### M1 wires, run 1

Bar = 50 µm. Supply wires on this layer in gray.
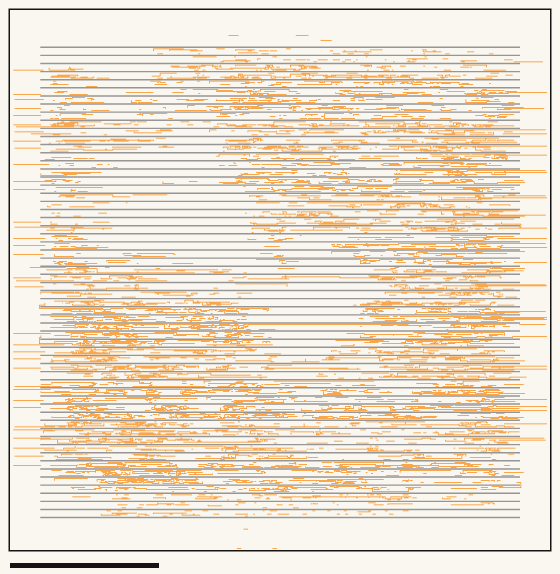
### Met2 routing, run 1

Bar = 50 µm.
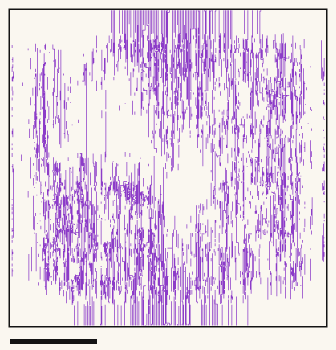
### M3 wires, run 1

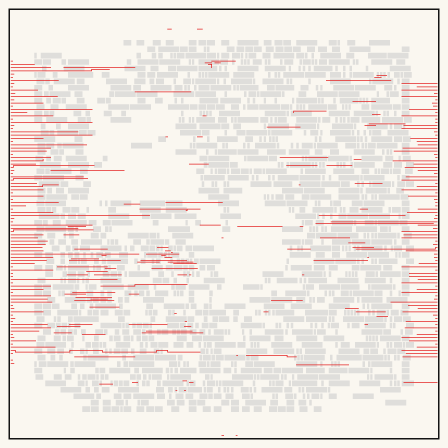
**src/rtl/amba_ahb_master.sv**
```systemverilog
// -----------------------------------------------------------------------------
// amba_ahb_master
//
// AHB-Lite initiator. Turns a one-shot command (SINGLE or INCR4, read or
// write, byte/half/word) into pipelined AHB-Lite transfers and reports one
// response pulse per completed beat. Slave wait states stretch the current
// phase, and the two-cycle ERROR response ends the command early.
//
// Ports
//   hclk, hresetn        bus clock, asynchronous active-low reset
//   cmd_valid/cmd_ready  command handshake (ready only while idle)
//   cmd_write            1 = write, 0 = read
//   cmd_addr             start address
//   cmd_size             hsize encoding (0..2 legal)
//   cmd_incr4            1 = INCR4 burst, 0 = SINGLE
//   cmd_wdata            four write beats, beat k at [k*32 +: 32]
//   rsp_valid            one-cycle pulse per completed beat
//   rsp_rdata            read data of that beat (0 for writes and errors)
//   rsp_err              beat ended with ERROR or command was rejected
//   rsp_last             final response of the command
//   hsel..hwdata         AHB-Lite master outputs toward the slave
//   hrdata, hready, hresp  AHB-Lite slave returns
// -----------------------------------------------------------------------------
module amba_ahb_master #(
    parameter int ADDR_W = 32,
    parameter int DATA_W = 32
) (
    input  logic                hclk,
    input  logic                hresetn,
    input  logic                cmd_valid,
    output logic                cmd_ready,
    input  logic                cmd_write,
    input  logic [ADDR_W-1:0]   cmd_addr,
    input  logic [2:0]          cmd_size,
    input  logic                cmd_incr4,
    input  logic [4*DATA_W-1:0] cmd_wdata,
    output logic                rsp_valid,
    output logic [DATA_W-1:0]   rsp_rdata,
    output logic                rsp_err,
    output logic                rsp_last,
    output logic                hsel,
    output logic [ADDR_W-1:0]   haddr,
    output logic [1:0]          htrans,
    output logic                hwrite,
    output logic [2:0]          hsize,
    output logic [2:0]          hburst,
    output logic [3:0]          hprot,
    output logic [DATA_W-1:0]   hwdata,
    input  logic [DATA_W-1:0]   hrdata,
    input  logic                hready,
    input  logic                hresp
);

    typedef enum logic [2:0] {
        S_IDLE,
        S_ADDR,
        S_DATA,
        S_ERR,
        S_RSP
    } state_t;

    localparam logic [1:0] TR_IDLE   = 2'b00;
    localparam logic [1:0] TR_NONSEQ = 2'b10;
    localparam logic [1:0] TR_SEQ    = 2'b11;

    state_t              state;
    logic [4*DATA_W-1:0] wbuf;
    logic [1:0]          abeat;
    logic [1:0]          last_beat;
    logic                cmd_bad;

    assign cmd_ready = (state == S_IDLE);
    assign hprot     = 4'b0011;

    // Illegal size or an address not aligned to the transfer size.
    always_comb begin
        cmd_bad = 1'b0;
        if (cmd_size > 3'd2)
            cmd_bad = 1'b1;
        else if ((cmd_size == 3'd1) && cmd_addr[0])
            cmd_bad = 1'b1;
        else if ((cmd_size == 3'd2) && (cmd_addr[1:0] != 2'b00))
            cmd_bad = 1'b1;
    end

    // In S_ADDR, abeat is the beat whose address is on the bus; when it is
    // non-zero the data phase of beat abeat-1 overlaps it. S_DATA holds only
    // the final data phase, with the bus already idle.
    always_ff @(posedge hclk or negedge hresetn) begin
        if (!hresetn) begin
            state     <= S_IDLE;
            wbuf      <= '0;
            abeat     <= '0;
            last_beat <= '0;
            rsp_valid <= 1'b0;
            rsp_rdata <= '0;
            rsp_err   <= 1'b0;
            rsp_last  <= 1'b0;
            hsel      <= 1'b0;
            haddr     <= '0;
            htrans    <= TR_IDLE;
            hwrite    <= 1'b0;
            hsize     <= '0;
            hburst    <= '0;
            hwdata    <= '0;
        end else begin
            rsp_valid <= 1'b0;
            rsp_rdata <= '0;
            rsp_err   <= 1'b0;
            rsp_last  <= 1'b0;
            case (state)
                S_IDLE: begin
                    if (cmd_valid) begin
                        if (cmd_bad) begin
                            rsp_valid <= 1'b1;
                            rsp_err   <= 1'b1;
                            rsp_last  <= 1'b1;
                            state     <= S_RSP;
                        end else begin
                            hsel      <= 1'b1;
                            haddr     <= cmd_addr;
                            htrans    <= TR_NONSEQ;
                            hwrite    <= cmd_write;
                            hsize     <= cmd_size;
                            hburst    <= cmd_incr4 ? 3'b011 : 3'b000;
                            wbuf      <= cmd_wdata;
                            abeat     <= 2'd0;
                            last_beat <= cmd_incr4 ? 2'd3 : 2'd0;
                            state     <= S_ADDR;
                        end
                    end
                end
                S_RSP: begin
                    state <= S_IDLE;
                end
                S_ADDR: begin
                    if ((abeat != 2'd0) && hresp) begin
                        // ERROR on the overlapped data phase: drop the
                        // pending address and finish on the second cycle.
                        htrans <= TR_IDLE;
                        hsel   <= 1'b0;
                        if (hready) begin
                            rsp_valid <= 1'b1;
                            rsp_err   <= 1'b1;
                            rsp_last  <= 1'b1;
                            state     <= S_IDLE;
                        end else begin
                            state <= S_ERR;
                        end
                    end else if (hready) begin
                        if (abeat != 2'd0) begin
                            rsp_valid <= 1'b1;
                            rsp_rdata <= hwrite ? '0 : hrdata;
                        end
                        hwdata <= wbuf[int'(abeat)*DATA_W +: DATA_W];
                        if (abeat == last_beat) begin
                            htrans <= TR_IDLE;
                            hsel   <= 1'b0;
                            state  <= S_DATA;
                        end else begin
                            haddr  <= haddr + (ADDR_W'(1) << hsize);
                            htrans <= TR_SEQ;
                            abeat  <= abeat + 2'd1;
                        end
                    end
                end
                S_DATA: begin
                    if (hready) begin
                        rsp_valid <= 1'b1;
                        rsp_last  <= 1'b1;
                        rsp_err   <= hresp;
                        rsp_rdata <= (hwrite || hresp) ? '0 : hrdata;
                        state     <= S_IDLE;
                    end else if (hresp) begin
                        state <= S_ERR;
                    end
                end
                S_ERR: begin
                    if (hready) begin
                        rsp_valid <= 1'b1;
                        rsp_err   <= 1'b1;
                        rsp_last  <= 1'b1;
                        state     <= S_IDLE;
                    end
                end
                default: state <= S_IDLE;
            endcase
        end
    end

endmodule

```
**config.mk**
```make
export PLATFORM = sky130hd
export DESIGN_NAME = amba_ahb_master
export DESIGN_NICKNAME = d
export VERILOG_FILES = /design/src/rtl/amba_ahb_master.sv
export SDC_FILE = /design/constraint.sdc
export NUM_CORES = 1
export LEC_CHECK = 0
export CAP_MARGIN = 20
export CORE_MARGIN = 10
export CORE_UTILIZATION = 43
export DETAILED_ROUTE_END_ITERATION = 10
export GPL_ROUTABILITY_DRIVEN = 0
export HOLD_SLACK_MARGIN = 0.08
export PLACE_DENSITY = 0.73
export SLEW_MARGIN = 25
export SYNTH_ARGS = -nofsm -noshare
export SYNTH_HDL_FRONTEND = slang
export SYNTH_SLANG_ARGS = --single-unit
```
**constraint.sdc**
```tcl
create_clock -name hclk -period 5.85 [get_ports hclk]
set_input_delay 1.17 -clock hclk [delete_from_list [all_inputs] [get_ports hclk]]
set_output_delay 1.17 -clock hclk [all_outputs]
set_load 0.005 [all_outputs]
```
==> results.py, run 1 <==
# Physical implementation metrics
metrics = {
    "layout": {
        "seq-cell-share": 0.3868,
        "fin_nets": 1615,
        "utilization": 0.6116,
        "nMultiInputCombCells": 807,
        "antenna_cells": 4,
        "inverters_excl_clock": 7,
        "lay_top_cells": "nand2_1 (437), clkdlybuf4s50_1 (309), dfrtp_1 (238), nor2_1 (38), and2_1 (38)",
    },
    "pwr": {
        "p_clk_frac": 0.257,
        "p_sw_w": 0.002429,
        "leakage_nw": 7.017,
        "switching_share": 0.3246,
        "comb-power_w": 0.00262,
        "powerClk_w": 0.00192,
        "maxPowerGroup": "sequential cells",
    },
    "grt": {
        "grt-ovfl-total": 0,
        "grtUsageTotal": 0.1980,
        "grt_start_max_net_pins": 139,
        "top_usage_layer": "met2",
        "antenna_found_initial": 3,
        "met2_usage": 0.3204,
    },
    "logic_synthesis": {
        "synth_cell_type_count": 66,
        "ys_seq_frac": 0.5378,
        "top_area_frac": 0.5378,
        "synth_area_um2": 11170,
        "synth-edff-count": 0,
    },
    "routing": {
        "routed_wl_um": 33770,
        "wl_per_cell_um": 19.21,
        "first_pass_iters": 5,
        "highest_layer": "met4",
    },
    "place": {
        "placed_area_um2": 14460,
        "place_hpwl_um": 23280,
    },
    "cts": {
        "clock_latency_ns": 0.54,
        "postCtsHoldBufs": 0,
        "postCtsSetupRepairBufs": 0,
    },
    "final_timing": {
        "rsz0062_at_grt": "false",
        "worst_slew_pin_slew_ns": 0.9759,
        "finalSetupTns_ns": 0,
        "period_used_share": 0.5954,
        "setup_violations": 0,
    },
    "die": {
        "initCoreUtil": 0.4397,
        "io_pins": 316,
        "fp.dieH_um": 181.2,
        "chip_area_um2": 32820,
    },
    "worst_setup_path": {
        "endpoint_kind": "primary output",
        "cp_slowest_cell": "clkdlybuf4s50_1",
        "max_stage_delay_ns": 0.64,
        "crit_chain": "nor3_1, clkdlybuf4s50_1",
    },
    "status": {
        "run_status": "complete, no violations",
    },
    "min_path": {
        "hold_start": "wbuf[121]",
    },
}
Back to the opening pictures, 'M1 wires':
longest straight run	53.8 µm
share of all routed wire	41%
main direction	horizontal
nets with wire on the layer	1433
wire length on this layer	13800 µm

Back to the opening pictures, 'Met2 routing':
wire length on this layer	16200 µm
longest straight run	64.3 µm

Back to the opening pictures, 'M3 wires':
nets with wire on the layer	241
share of all routed wire	9.2%

-- run 1: metrics by stage --
stage / setup slack (ns) / hold WS (ns) / cells / total power, W
after floorplan: 3.142 / 0.4403 / 1130 / 0.004395
after global placement: 1.920 / 0.4524 / 1703 / 0.005490
after detailed placement: 1.861 / 0.4580 / 1703 / 0.005593
after CTS: 2.364 / 0.4734 / 1753 / 0.007561
after global routing: 2.201 / 0.4920 / 1756 / 0.007979
final: 2.367 / 0.4670 / 1758 / 0.007481
-- run 1: registers in the layout, indices dropped and copies added (netlist names), 2 cells and up --
register,flops
abeat,2
haddr,32
hsize,3
htrans,2
hwdata,32
rsp_rdata,32
state,3
wbuf,128
-- run 1: worst min-delay path: stages, from the launching register on --
cell	delay, ns
dfrtp_1	0.33
nand2_1	0.05
nand2_1	0.05
--- run 2 (diff from run 1) ---
==> constraint.sdc (replaced) <==
create_clock -name hclk -period 3.4 [get_ports hclk]
set_input_delay 0.68 -clock hclk [delete_from_list [all_inputs] [get_ports hclk]]
set_output_delay 0.68 -clock hclk [all_outputs]
set_load 0.005 [all_outputs]
==> results.py, run 2 <==
# Physical implementation metrics
metrics = {
    "worst_setup_path": {
        "critical_path_class": "flop to primary output",
        "reg2reg_depth": 7,
        "r2r_setup_slack_ns": 0.50,
        "r2r-end": "haddr[25]",
        "endpoint_kind": "primary output",
        "start_kind": "flop",
    },
    "layout": {
        "syn2layout_area_growth_pct": 38.62,
        "max_flop_register": "wbuf",
        "fin_nets": 1627,
        "largest_register_ffs": 128,
        "utilization": 0.6095,
        "lay_top_cells": "nand2_1 (437), clkdlybuf4s50_1 (309), dfrtp_1 (238), nor2_1 (38), and2_1 (38)",
        "layoutNonFillerInstCount": 1772,
    },
    "routing": {
        "routed_wl_um": 33810,
        "drcViolationCount": 0,
        "wl_per_cell_um": 19.08,
        "first_pass_iters": 5,
    },
    "final_timing": {
        "final-hold-violation-count": 0,
        "min_period_ns": 2.989,
        "setup_violations": 0,
        "setup_ws_ns": 0.4111,
        "finalSetupTns_ns": 0,
        "period_used_share": 0.8791,
        "max_slew_margin": 0.4507,
        "hold_ws_ns": 0.1643,
        "rsz0062_at_grt": "false",
        "worst_slew_pin_slew_ns": 0.8240,
    },
    "logic_synthesis": {
        "synth_cell_type_count": 66,
        "synthArstFlopShare": 1.000,
        "ys_warn_count": 0,
        "synth-edff-count": 0,
        "mux_area_frac": 0.1087,
        "top_area_frac": 0.5378,
        "postSynthAreaPerCell_um2": 9.909,
        "synth_cells": 1127,
        "ys_cells": 1127,
        "synth_area_um2": 11170,
        "ys_seq_frac": 0.5378,
        "area_leaders": "dfrtp_1 (54%), nand2_1 (15%), mux4_2 (6.5%)",
    },
    "die": {
        "chip_area_um2": 32820,
        "die_w_um": 181.2,
        "io_pins": 316,
        "fp.dieH_um": 181.2,
        "initCoreUtil": 0.4397,
    },
    "status": {
        "run_status": "complete, no violations",
    },
    "place": {
        "dp_cells": 1716,
        "portBuffers": 310,
        "place_hpwl_um": 24250,
        "place_ws_ns": 0.3807,
        "placed_area_um2": 14610,
    },
    "grt": {
        "grt-ovfl-total": 0,
        "grt_start_max_net_pins": 139,
        "met2_usage": 0.3257,
        "top_usage_layer": "met2",
        "grt_use_met3": 0.06294,
        "grtUsageTotal": 0.1999,
        "antenna_found_initial": 4,
    },
    "cts": {
        "clock_latency_ns": 0.54,
        "cts_tree": "built",
        "postCtsSetupRepairBufs": 0,
        "postCtsHoldBufs": 0,
        "cts-root-buf": "clkbuf_16",
        "post_cts_resized": 0,
    },
    "pwr": {
        "maxPowerGroup": "sequential cells",
        "finalPower_w": 0.01241,
        "comb-power_w": 0.00460,
        "p_sw_w": 0.004155,
        "powerClk_w": 0.00279,
        "switching_share": 0.3349,
        "leakage_nw": 7.013,
        "p_clk_frac": 0.225,
    },
    "min_path": {
        "hp-class": "input port to async pin",
    },
}
## run 2: cell counts after synthesis
No cell type changed its count.
## run 2: routing by layer
layer / vias up / wire length [µm]
met4: 0 / 534
met5: - / 0
met1: 4571 / 14020
met3: 37 / 3047
met2: 351 / 16200
li1: 4376 / -
## run 2: layout make-up
| cell class | count | area [µm²] |
|---|---|---|
| Tap cell | 330 | 412.9 |
| Clock buffer | 40 | 784.5 |
| Clock inverter | 10 | 72.57 |
| Timing Repair Buffer | 332 | 3348 |
| Inverter | 7 | 26.28 |
| Fill cell | 2130 | 9920 |
| Antenna cell | 6 | 15.01 |
| Multi-Input combinational cell | 807 | 4812 |
| Sequential cell | 240 | 6008 |
## run 2: critical path, cell delays in order, from the launching register on
cell             delay [ns]
dfrtp_1                0.51
nor3_1                 0.63
clkdlybuf4s50_1        0.65
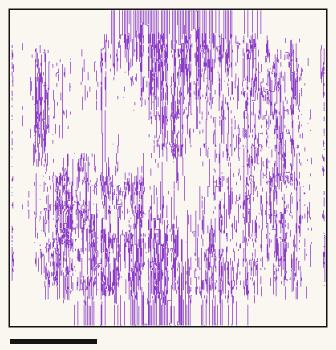
*Met2 routing, run 2*
Bar = 50 µm.
nets with wire on the layer	1374
main direction	vertical

--- run 3 (diff from run 2) ---
--- a/config.mk
+++ b/config.mk
@@ -16,3 +16,4 @@
 export SYNTH_ARGS = -nofsm -noshare
 export SYNTH_HDL_FRONTEND = slang
 export SYNTH_SLANG_ARGS = --single-unit
+export TNS_END_PERCENT = 30
==> results.py, run 3 <==
# Physical implementation metrics
metrics = {
    "final_timing": {
        "rsz0062_at_grt": "false",
        "finalSetupTns_ns": 0,
        "final-hold-violation-count": 0,
        "period_used_share": 0.8791,
        "worst_slew_pin_slew_ns": 0.8240,
        "max_slew_margin": 0.4507,
        "min_period_ns": 2.989,
    },
    "die": {
        "io_pins": 316,
        "die_w_um": 181.2,
        "initCoreUtil": 0.4397,
        "fp.dieH_um": 181.2,
    },
    "grt": {
        "grt_use_met3": 0.06294,
        "antenna_found_initial": 4,
        "grt_start_max_net_pins": 139,
        "grt-ovfl-total": 0,
        "top_usage_layer": "met2",
        "grtUsageTotal": 0.1999,
    },
    "layout": {
        "utilization": 0.6095,
        "clockBufferCount": 40,
        "seq-cell-share": 0.3881,
        "largest_register_ffs": 128,
        "buf_share": 0.2163,
        "comb-cell-share": 0.3109,
        "lay_top_cells": "nand2_1 (437), clkdlybuf4s50_1 (309), dfrtp_1 (238), nor2_1 (38), and2_1 (38)",
        "area_dominant_class": "registers",
        "fin_nets": 1627,
        "flop_area_um2": 6008,
        "num-nonclk-buffers": 332,
        "layoutNonFillerInstCount": 1772,
        "syn2layout_area_growth_pct": 38.62,
        "max_flop_register": "wbuf",
        "sequential_cell_total": 240,
    },
    "routing": {
        "met3_length_um": 3047,
        "routed_wl_um": 33810,
        "met2RoutedLength_um": 16200,
        "highest_layer": "met4",
        "drcViolationCount": 0,
        "wl_per_cell_um": 19.08,
    },
    "worst_setup_path": {
        "r2r_setup_slack_ns": 0.50,
        "reg2reg_depth": 7,
        "critical_path_class": "flop to primary output",
    },
    "logic_synthesis": {
        "postSynthAreaPerCell_um2": 9.909,
        "area_leaders": "dfrtp_1 (54%), nand2_1 (15%), mux4_2 (6.5%)",
        "ys_seq_frac": 0.5378,
        "top_area_frac": 0.5378,
        "synth_cells": 1127,
        "ys_warn_count": 0,
        "synth_area_um2": 11170,
        "synth_cell_type_count": 66,
    },
    "cts": {
        "clock_latency_ns": 0.54,
        "cts_tree": "built",
        "postCtsSetupRepairBufs": 0,
        "postCtsHoldBufs": 0,
    },
    "status": {
        "run_status": "complete, no violations",
    },
    "place": {
        "place_ws_ns": 0.3807,
        "place_hpwl_um": 24250,
        "placed_area_um2": 14610,
    },
    "pwr": {
        "leakage_nw": 7.013,
    },
}
[run 3: cell counts after synthesis]
No cell type changed its count.
[run 3: kinds of logic after synthesis]
| logic type | after synthesis |
|---|---|
| AND/OR/NAND/NOR | 597 |
| flip-flops | 240 |
| AND-OR/OR-AND | 112 |
| buffers and inverters | 83 |
| multiplexers | 77 |
| adder cells (fa/ha/maj) | 10 |
| XOR/XNOR | 6 |
| other | 2 |
[run 3: worst max-delay path: stages (launching register included)]
cell,delay (ns)
dfrtp_1,0.51
nor3_1,0.63
clkdlybuf4s50_1,0.65
[run 3: report_power, final]
group | internal [W] | total (W) | switching, W
clock | 0.00161 | 0.00279 | 0.00119
sequential | 0.00411 | 0.00501 | 0.000906
combinational | 0.00254 | 0.00460 | 0.00206
total | 0.00825 | 0.0124 | 0.00415
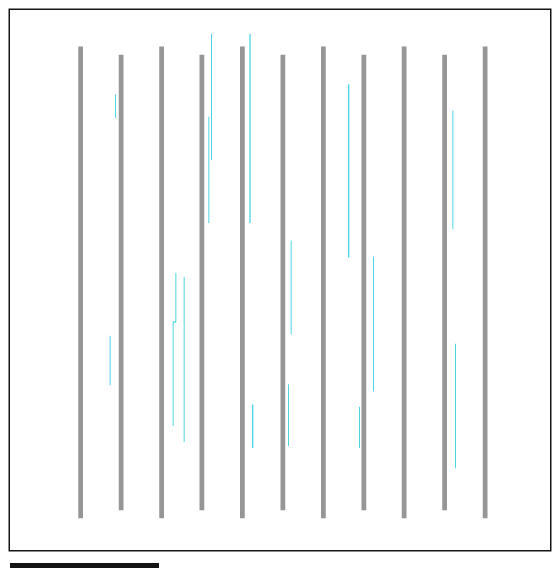
*M4 wires, run 3*
Bar = 50 µm. Supply wires on this layer in gray.
share of all routed wire	1.6%
wire length on this layer	535 µm
main direction	vertical

No activity file was given, so power comes from the tool's default toggle rates.
